[src/rtl/inst_encoder.sv]
// Single-stage instruction encoder: packs R/I/J request fields into a 32-bit word,
// rejects illegal format/opcode combinations and keeps per-format issue counters.
module inst_encoder (
    input  logic        clk,
    input  logic        reset,
    input  logic        in_valid,
    output logic        in_ready,
    input  logic [1:0]  fmt,
    input  logic [5:0]  opcode,
    input  logic [4:0]  rs,
    input  logic [4:0]  rt,
    input  logic [4:0]  rd,
    input  logic [4:0]  shamt,
    input  logic [5:0]  funct,
    input  logic [15:0] imm,
    input  logic [25:0] target,
    output logic [31:0] inst,
    output logic        out_valid,
    input  logic        out_ready,
    output logic        err,
    output logic [15:0] r_count,
    output logic [15:0] i_count,
    output logic [15:0] j_count,
    output logic [15:0] err_count
);

    localparam logic [1:0] FMT_R = 2'd0;
    localparam logic [1:0] FMT_I = 2'd1;
    localparam logic [1:0] FMT_J = 2'd2;

    logic        accept;
    logic        legal;
    logic [31:0] word;
    logic [31:0] inst_p1;
    logic        vld_p1;
    logic        err_p1;

    // Opcodes 0, 2 and 3 belong to R-type and jumps, so they are not valid I-type opcodes.
    always_comb begin
        legal = 1'b0;
        word  = 32'd0;
        case (fmt)
            FMT_R: begin
                legal = 1'b1;
                word  = {6'd0, rs, rt, rd, shamt, funct};
            end
            FMT_I: begin
                legal = (opcode != 6'd0) && (opcode != 6'd2) && (opcode != 6'd3);
                word  = {opcode, rs, rt, imm};
            end
            FMT_J: begin
                legal = (opcode == 6'd2) || (opcode == 6'd3);
                word  = {opcode, target};
            end
            default: begin
                legal = 1'b0;
                word  = 32'd0;
            end
        endcase
    end

    assign in_ready = !vld_p1 || out_ready;
    assign accept   = in_valid && in_ready;

    // Stage p1: output register, error pulse and counters
    always_ff @(posedge clk or posedge reset) begin
        if (reset) begin
            inst_p1   <= 32'd0;
            vld_p1    <= 1'b0;
            err_p1    <= 1'b0;
            r_count   <= 16'd0;
            i_count   <= 16'd0;
            j_count   <= 16'd0;
            err_count <= 16'd0;
        end else begin
            err_p1 <= accept && !legal;
            if (accept) begin
                vld_p1 <= legal;
                if (legal) begin
                    inst_p1 <= word;
                    case (fmt)
                        FMT_R:   r_count <= r_count + 16'd1;
                        FMT_I:   i_count <= i_count + 16'd1;
                        default: j_count <= j_count + 16'd1;
                    endcase
                end else begin
                    err_count <= err_count + 16'd1;
                end
            end else if (out_ready) begin
                vld_p1 <= 1'b0;
            end
        end
    end

    assign inst      = inst_p1;
    assign out_valid = vld_p1;
    assign err       = err_p1;

endmodule

[config.mk]
export PLATFORM = sky130hd
export DESIGN_NAME = inst_encoder
export DESIGN_NICKNAME = d
export VERILOG_FILES = /design/src/rtl/inst_encoder.sv
export SDC_FILE = /design/constraint.sdc
export NUM_CORES = 1
export LEC_CHECK = 0
export ABC_AREA = 1
export CAP_MARGIN = 10
export CORE_MARGIN = 2
export CORE_UTILIZATION = 50
export CTS_BUF_LIST = sky130_fd_sc_hd__clkbuf_2 sky130_fd_sc_hd__clkbuf_4 sky130_fd_sc_hd__clkbuf_8
export CTS_CLUSTER_DIAMETER = 150
export DETAILED_ROUTE_END_ITERATION = 6
export GPL_TIMING_DRIVEN = 0
export PLACE_DENSITY = 0.86
export SKIP_LAST_GASP = 1
export SLEW_MARGIN = 20
export SYNTH_ARGS = -nofsm -noshare
export SYNTH_HDL_FRONTEND = slang
export SYNTH_SLANG_ARGS = --single-unit
[constraint.sdc]
create_clock -name clk -period 6.9 [get_ports clk]
set_clock_uncertainty 0.1 [all_clocks]
set_input_delay 1.725 -clock clk [delete_from_list [all_inputs] [get_ports clk]]
set_output_delay 1.725 -clock clk [all_outputs]
set_load 0.02 [all_outputs]
==> flow_metrics.env <==
# yosys + openroad results
export IMPL_mostFrequentLayoutCell="nand2_1"
export IMPL_drt_met1_wl_mm=6.28
export IMPL_status="finished with violations"
export IMPL_highest_layer="met4"
export IMPL_cts_root_buf="clkbuf_8"
export IMPL_yosysCellCount=779
export IMPL_grtUsageMet1_pct=33.2
export IMPL_drc_errors=1
export IMPL_fin_nets=1053
export IMPL_cts_tree="yes"
export IMPL_netlist_instances=779
export IMPL_ys_async_sr_fraction_pct=100
export IMPL_cts_inserted_buffers=9
export IMPL_ys_ff=98
export IMPL_cp_start_kind="input pin"
export IMPL_path_buffers=3
export IMPL_path_common_cell="clkdlybuf4s50_1"
export IMPL_layout_drive_gt1_share_pct=5.34
export IMPL_power_mw=1.95
export IMPL_grt_total_usage_pct=27.5
export IMPL_utilization_pct=71.8
export IMPL_antenna_cells=0
export IMPL_violations="DRC"
export IMPL_grt_util_met2_pct=46.6
export IMPL_min_period_ns=4.83
export IMPL_routed_wl_mm=15.8
export IMPL_leakage_nw=3.63
export IMPL_cts_setup_buffers=0
[report_power, final]
group	leakage [nW]	internal, mW	switching, mW
Combinational	2.25	0.336	0.383
Sequential	1.27	0.684	0.127
Clock	0.109	0.217	0.206
[synth_stat cells, drive strengths merged, types with 8 or more instances]
cell   instances
nor3           8
inv           63
nand3         60
buf           21
o21ai         41
nor2          65
nand4         25
nand2        344
xor2          22
dfrtp         98
a22o          10
xnor2          9
[cells by family after synthesis]
family / after synthesis / synth area share (%)
AND/OR/NAND/NOR: 504 / 37.6
flip-flops: 98 / 43.8
buffers and inverters: 87 / 6.90
AND-OR/OR-AND: 55 / 6.03
XOR/XNOR: 31 / 4.85
adder cells (fa/ha/maj): 4 / 0.893
[path summary, 6_finish.rpt]
kind                       cells past startpoint  slack (ns)                 endpoint                   from
setup / recovery                               4        2.07                 in_ready              out_ready
hold / removal                                 2        0.38     inst[18]$_DFFE_PP0P_   inst[18]$_DFFE_PP0P_
setup reg to reg                               9        5.09      inst[3]$_DFFE_PP0P_  out_valid$_DFFE_PP0P_
hold reg to reg                                2        0.38     inst[18]$_DFFE_PP0P_   inst[18]$_DFFE_PP0P_
max in group asynchronous                      3        4.47  i_count[11]$_DFFE_PP0P_                  reset
min in group asynchronous                      2        1.60            err$_DFF_PP0_                  reset
[flip-flops by register name (all words and copies together), names as in the netlist]
signal     count
j_count       16
r_count       16
err            1
out_valid      1
i_count       16
err_count     16
inst          32
[area by class of cell]
type                    instances  area, µm²  area share [%]
plain buffers                  24        150            1.92
clock buffers                  11        145            1.86
clock inverters                 4       76.3           0.977
inverters                      63        241            3.09
multi-input cells             594       2760            35.4
flip-flops and latches         98       2450            31.4
well taps                     140        175            2.24
repair buffers                179       1810            23.2
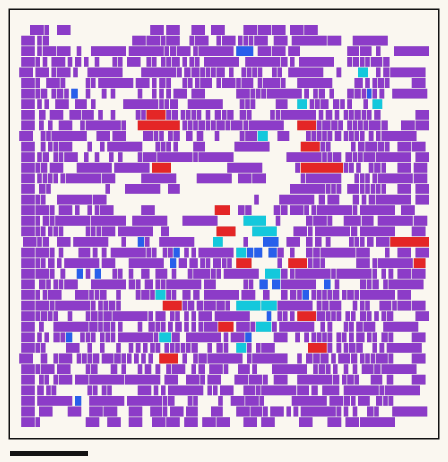
(drive-strength map)
Scale bar: 20 µm.
drive 3 to 4 -> cyan  # cells 15, most used buf_4
drive 2 -> blue  # cells 20, most used buf_2
drive 6 and up -> red  # cells 17, most used clkbuf_8
drive 1 or less -> purple  # cells 921, most used nand2_1

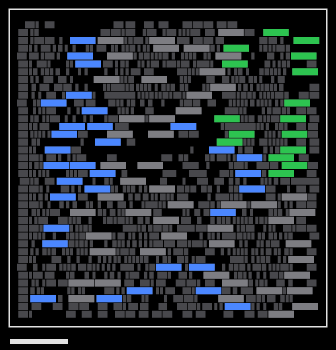
(sequential cells colored by netlist name)
Scale bar: 20 µm. Other sequential cells in the stronger gray, the rest of the logic in the fainter gray.
inst -> blue  # sequential cells 32
err_count -> green  # sequential cells 16

No activity file was given, so power comes from the tool's default toggle rates.
